Supply network:
Drawn at 4 px/um. Pins as bars on the die edge. Tap cells in grey.
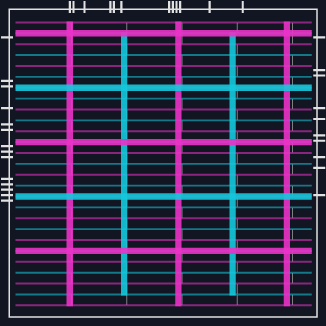
Routed metal, one colour a layer:
Drawn at 6 px/um.
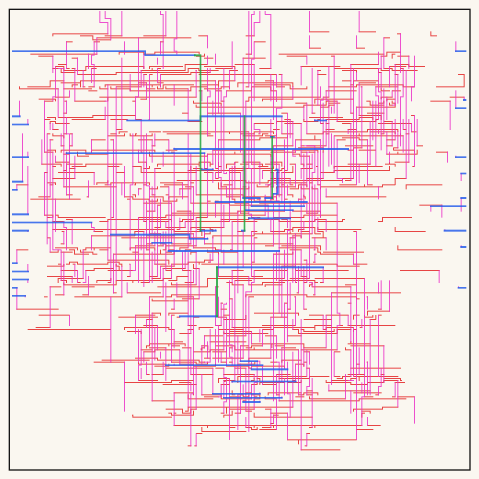
<file path="config.mk">
export PLATFORM = sky130hd
export DESIGN_NAME = seg7_scan_ctrl
export DESIGN_NICKNAME = d
export VERILOG_FILES = /design/src/rtl/seg7_scan_ctrl.sv
export SDC_FILE = /design/constraint.sdc
export NUM_CORES = 1
export LEC_CHECK = 0
export ABC_CLOCK_PERIOD_IN_PS = 5900
export CORE_UTILIZATION = 50
export CTS_BUF_LIST = sky130_fd_sc_hd__clkbuf_8
export DETAILED_ROUTE_END_ITERATION = 10
export PLACE_DENSITY_LB_ADDON = 0.3
export SKIP_LAST_GASP = 1
export SLEW_MARGIN = 20
export SYNTH_ARGS = -nofsm -noshare
export SYNTH_HDL_FRONTEND = slang
export SYNTH_SLANG_ARGS = --single-unit
</file>
<file path="constraint.sdc">
create_clock -name clock -period 5.9 [get_ports clock]
set_clock_uncertainty 0.2 [all_clocks]
set_input_delay 1.77 -clock clock [delete_from_list [all_inputs] [get_ports clock]]
set_output_delay 1.77 -clock clock [all_outputs]
set_load 0.02 [all_outputs]
</file>
<file path="src/rtl/seg7_scan_ctrl.sv">
// Multiplexed 7-segment scan controller with frame-aligned shadow load and guard gaps.
// Optional leading-zero suppression is enabled with SEG7_LEADING_ZERO_BLANK_EN.

module dec_7seg (
    input  logic [3:0] nibble,
    output logic [6:0] seg
);
    always_comb begin
        seg = 7'b0000000;
        case (nibble)
            4'h0: seg = 7'b1111110;
            4'h1: seg = 7'b0110000;
            4'h2: seg = 7'b1101101;
            4'h3: seg = 7'b1111001;
            4'h4: seg = 7'b0110011;
            4'h5: seg = 7'b1011011;
            4'h6: seg = 7'b1011111;
            4'h7: seg = 7'b1110000;
            4'h8: seg = 7'b1111111;
            4'h9: seg = 7'b1111011;
            4'hA: seg = 7'b1110111;
            4'hB: seg = 7'b0011111;
            4'hC: seg = 7'b1001110;
            4'hD: seg = 7'b0111101;
            4'hE: seg = 7'b1001111;
            4'hF: seg = 7'b1000111;
            default: seg = 7'b0000000;
        endcase
    end
endmodule

// state | meaning
// GUARD | all digits off between slots, phase counts to GUARD_CYCLES-1
// ON    | digit ptr lit, phase counts to ON_CYCLES-1; last ON of final digit is the frame boundary
module seg7_scan_ctrl #(
    parameter int NUM_DIGITS   = 4,
    parameter int GUARD_CYCLES = 2,
    parameter int ON_CYCLES    = 50000
) (
    input  logic                      clock,
    input  logic                      reset,
    input  logic                      load_req,
    input  logic [4*NUM_DIGITS-1:0]   data_in,
    input  logic [NUM_DIGITS-1:0]     blank_mask,
    output logic                      load_ack,
    output logic [NUM_DIGITS-1:0]     digit_sel,
    output logic [6:0]                seg_out,
    output logic                      frame_start
);
    localparam int MAXC = (GUARD_CYCLES > ON_CYCLES) ? GUARD_CYCLES : ON_CYCLES;
    localparam int CW   = (MAXC > 1) ? $clog2(MAXC) : 1;
    localparam int PW   = (NUM_DIGITS > 1) ? $clog2(NUM_DIGITS) : 1;
    localparam logic [CW-1:0] G_LAST = CW'(GUARD_CYCLES - 1);
    localparam logic [CW-1:0] O_LAST = CW'(ON_CYCLES - 1);
    localparam logic [PW-1:0] P_LAST = PW'(NUM_DIGITS - 1);

    typedef enum logic {GUARD = 1'b0, ON = 1'b1} state_t;

    state_t                    state, state_nx;
    logic [PW-1:0]             ptr, ptr_nx;
    logic [CW-1:0]             phase, phase_nx;
    logic                      running;
    logic                      load_now;
    logic [4*NUM_DIGITS-1:0]   shadow;
    logic [NUM_DIGITS-1:0]     blank;
    logic [3:0]                nib;
    logic [6:0]                seg_dec;

    // The first edge after reset only arms the scan, so the cycle after it is frame cycle 0.
    always_comb begin
        state_nx = state;
        ptr_nx   = ptr;
        phase_nx = phase + 1'b1;
        load_now = 1'b0;
        if (!running) begin
            phase_nx = phase;
        end else begin
            case (state)
                GUARD: begin
                    if (phase == G_LAST) begin
                        state_nx = ON;
                        phase_nx = '0;
                    end
                end
                ON: begin
                    if (phase == O_LAST) begin
                        state_nx = GUARD;
                        phase_nx = '0;
                        ptr_nx   = (ptr == P_LAST) ? '0 : ptr + 1'b1;
                        load_now = load_req && (ptr == P_LAST);
                    end
                end
                default: begin
                    state_nx = GUARD;
                    phase_nx = '0;
                end
            endcase
        end
    end

`ifdef SEG7_LEADING_ZERO_BLANK_EN
    logic zero_above;
    always_comb begin
        blank      = blank_mask;
        zero_above = 1'b1;
        for (int i = NUM_DIGITS - 1; i >= 1; i--) begin
            zero_above = zero_above && (shadow[4*i +: 4] == 4'h0);
            if (zero_above) blank[i] = 1'b1;
        end
    end
`else
    always_comb begin
        blank = blank_mask;
    end
`endif

    assign nib = shadow[{ptr_nx, 2'b00} +: 4];

    dec_7seg u_dec (
        .nibble (nib),
        .seg    (seg_dec)
    );

    // Outputs are computed from the next state so they change on the same edge as state/ptr.
    always_ff @(posedge clock) begin
        if (reset) begin
            state       <= GUARD;
            ptr         <= '0;
            phase       <= '0;
            running     <= 1'b0;
            shadow      <= '0;
            load_ack    <= 1'b0;
            digit_sel   <= '0;
            seg_out     <= '0;
            frame_start <= 1'b0;
        end else begin
            state       <= state_nx;
            ptr         <= ptr_nx;
            phase       <= phase_nx;
            running     <= 1'b1;
            if (load_now) shadow <= data_in;
            load_ack    <= load_now;
            frame_start <= (state_nx == GUARD) && (ptr_nx == '0) && (phase_nx == '0);
            digit_sel   <= (state_nx == ON) ? (NUM_DIGITS'(1) << ptr_nx) : '0;
            seg_out     <= ((state_nx == ON) && !blank[ptr_nx]) ? seg_dec : 7'b0000000;
        end
    end
endmodule

</file>
==> impl_metrics.csv <==
group,metric,value,unit
status,status,"finished, final reports clean",
logic_synthesis,async_flop_share,0,
finish,flop_area,981,um2
global_route,grtUsageMet1,0.275,
route,detail_route.iter0.violations,160,
route,wl_met1,2740,um
timing,rsz0062_at_grt,"no",
place,placed_area,0.00311,mm2
place,place_congestion,0.887,
logic_synthesis,area_leaders,"dfxtp_1 35%, nand2_1 8.5%, a21oi_1 4.5%, ha_1 4.5%, nor2_1 4.1%",
critical_path,rrSetupSlack,2210,ps
floorplanning,fp_util,0.531,
clock_tree,cts_buffers,5,
pwr,switchingPower,0.141,mW
logic_synthesis,simple_gate_share,0.259,
floorplanning,n_tap_cell,70,
critical_path,cp.arrival,3720,ps
global_route,grt_busiest_layer,"met2",
place,hpwl,4230,um
critical_path,r2r_end,"seg_out[6]",
critical_path,cp_num_cells,9,
logic_synthesis,syn_area,0.00278,mm2
clock_tree,post-cts-setup-buffer-count,0,
finish,dominant_cells,"multi-input combinational cells",
logic_synthesis,ys_seq_share,0.353,
timing,drv_slew,0,
pwr,p_int,0.447,mW
route,avgViaCountPerCell,5.58,
logic_synthesis,mux_area_frac,0.0302,
critical_path,r2r-start,"phase[4]",
logic_synthesis,yosys.area_share.adder,0.0450,
pwr,power-top-group,"registers",
finish,fin_cells,426,
pwr,swShare,0.240,
logic_synthesis,fp_nets,362,
logic_synthesis,xor_share,0.0567,
critical_path,critPathMaxFanout,11,
route,vias,2377,
place,place_inst,418,
logic_synthesis,aoi_share,0.197,
logic_synthesis,top_cell_area_share,0.353,
clock_tree,cts_max_level,2,
finish,nonClkBufAreaFrac,0.114,
critical_path,cp_slowest_cell,"or4_4",
pwr,p_comb_frac,0.088,
hold_path,hold_end,"shadow[2]",
critical_path,cpMostUsedCell,"or4_4",
finish,lay_top_count,"nand2_1",
timing,finalHoldViolations,0,
critical_path,path_cells,"or4_4 -> or4_4 -> nor4_4 -> nor2_1 -> mux2_2 -> inv_1 -> ha_1 -> or4_1 -> o211ai_2",
global_route,antenna_found_initial,0,
Notes on 'supply network' above:
legend:
  VDD:
    colour: cyan
  VSS:
    colour: magenta
tap cells: 70
met5 straps: 5
signal pins: 36
die y size: 76.6 um
Core Box Area: 0.00524 mm2
worst vdd ir: 0.145 mV
Die Wd: 76.6 um

Notes on 'routed metal, one colour a layer' above:
legend:
  M1:
    colour: red
    wire_length: 2740 um
  M2:
    colour: magenta
    wire_length: 2660 um
  M3:
    colour: blue
    wire_length: 334 um
  M4:
    colour: green
    wire_length: 67.6 um
wire length per cell: 13.6 um
GRT Overall Usage: 0.207

Power and IR drop assume default switching activity.
